Design fft_agu_n, sky130hd; sources not shown.
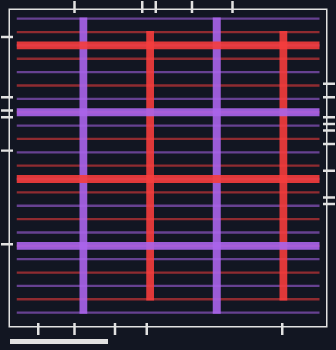
Figure 1: supply network.
Scale bar: 20 um. Pins as bars on the die edge.
| colour | net |
|---|---|
| purple | VSS |
| red | VDD |
met5 straps: 4
rows: 22
worst vdd ir: 345 uV
Die H: 64.3 um
Die Width: 64.3 um
CORE AREA: 3690 um^2

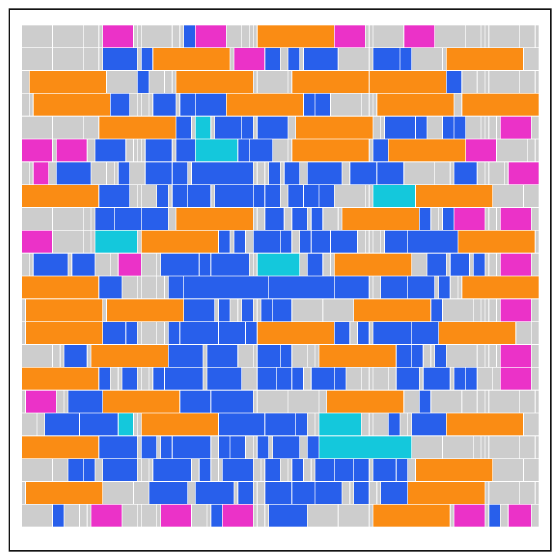
Figure 2: cell classes on the final placement.
Fill, decap, tap and diode cells in grey.
| colour | class | cells | share of their area |
|---|---|---|---|
| blue | combinational and other logic | 168 | 46% |
| cyan | clock drivers and dummy loads | 8 | 4.2% |
| orange | flops | 42 | 40% |
| magenta | other buffers and delay cells | 25 | 9.2% |
# rows: 22
Design Area, Final: 2660 um^2

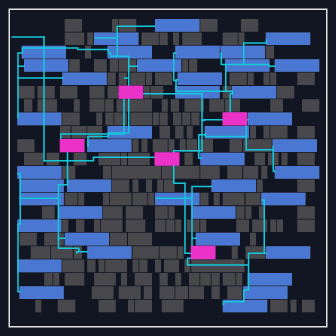
Figure 3: routed clock nets over the placement.
[magenta] clock drivers | count: 5
[blue] flip-flops | count: 42
[cyan] clock wires | length: 480 um
routed clock nets: 6
flops lie: spread over the die
clock power share: 0.140
clk pwr: 0.241 mW
worst skew pair latency: 0.29 ns

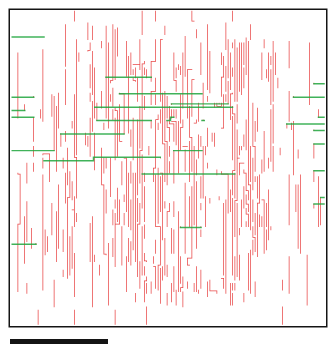
Figure 4: wiring by layer.
Scale bar: 20 um. Only two layers are drawn.
| colour | layer | wire length |
|---|---|---|
| red | metal 2 | 2,220 um |
| green | metal 3 | 202 um |
Post-Route WL: 4.52 mm
vias post-DR: 1,701

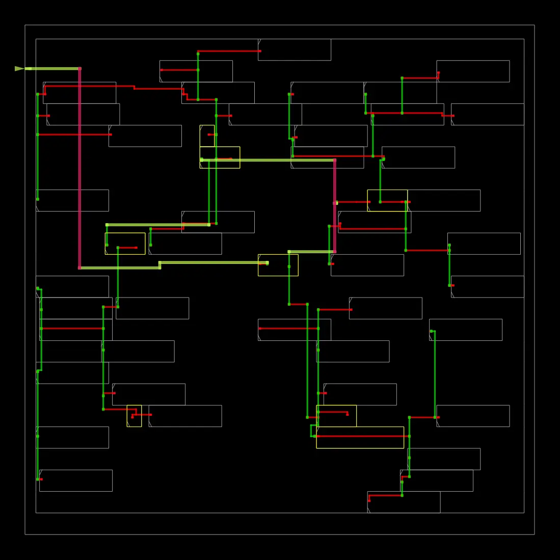
Figure 5: clock wiring as the flow saved it.
CTS Sinks: 42
clock buffers: 5

==> flow_metrics.py <==
# Flow results
metrics = {
    "run_status": {
        "status": "finished clean",
    },
    "power": {
        "pwr.group.combinational_mw": 0.937,
        "power_top_consumer": "combinational cells",
        "p_comb_frac": 0.544,
        "p_switching_mw": 0.721,
        "p_leak_nw": 1.18,
    },
    "synthesis": {
        "ys_area_um2": 2290,
        "syn_inst": 219,
        "syn_area_um2": 2290,
        "ys_sh_xor": 0.0115,
        "async_flop_share": 1.00,
        "synthTopCellsByCount": "dfrtp_1, nand2_1, o21ai_0",
        "synthAoiAreaFrac": 0.177,
        "synth_flops": 42,
        "synth-simple-area-share": 0.148,
        "mux_share": 0.0890,
    },
    "detailed_routing": {
        "avgViaCountPerCell": 5.85,
        "wl_per_cell_um": 15.5,
        "drtIter0Drc": 175,
    },
    "worst_setup_path": {
        "arrival_ns": 3.90,
        "critical_path.slowest_cell": "fa_1",
        "crit_chain": "clkdlybuf4s50_1 > mux2i_1 > a22o_1 > inv_2 > ha_1 > xnor2_1 > a22oi_1 > fa_1 > or4_1 > nand3_1",
    },
    "sta": {
        "max_freq_mhz": 262,
        "hold_violations": 0,
        "finalCritPeriodShare": 0.708,
    },
    "global_routing": {
        "grt_antenna_before_repair": 0,
    },
    "cells_and_area": {
        "fin_util": 0.720,
        "nonClkBufAreaFrac": 0.0904,
        "flops": 42,
        "comb_area_um2": 1140,
        "final_cell_mix": "dfrtp_1, nand2_1, clkdlybuf4s50_1",
    },
    "placed_design": {
        "dp_hpwl_mm": 3.21,
    },
    "floorplanning": {
        "io_pins": 25,
        "fp_util": 0.621,
    },
    "cts": {
        "numCtsBuffers": 5,
    },
}
-- metrics by stage --
stage | instances | hold slack [ns] | setup slack (ns)
after detailed placement | 283 | 0.319 | 1.30
final | 291 | 0.333 | 1.58
after global routing | 291 | 0.355 | 1.38
after global placement | 283 | 0.311 | 1.44
after CTS | 291 | 0.339 | 1.60
after floorplan | 220 | 0.299 | 2.07
-- per-layer routing --
layer | GRT usage | part of all wire | vias to the layer above | routed length (um)
li1 | - | - | 816 | -
met1 | 0.364 | 0.46 | 844 | 2060
met2 | 0.387 | 0.49 | 36 | 2220
met3 | 0.0643 | 0.044 | 5 | 201
met4 | 0.0833 | 0.0080 | 0 | 36
met5 | 0 | 0 | - | 0
Power figures rest on the tool's default switching activity, not on a simulated workload.
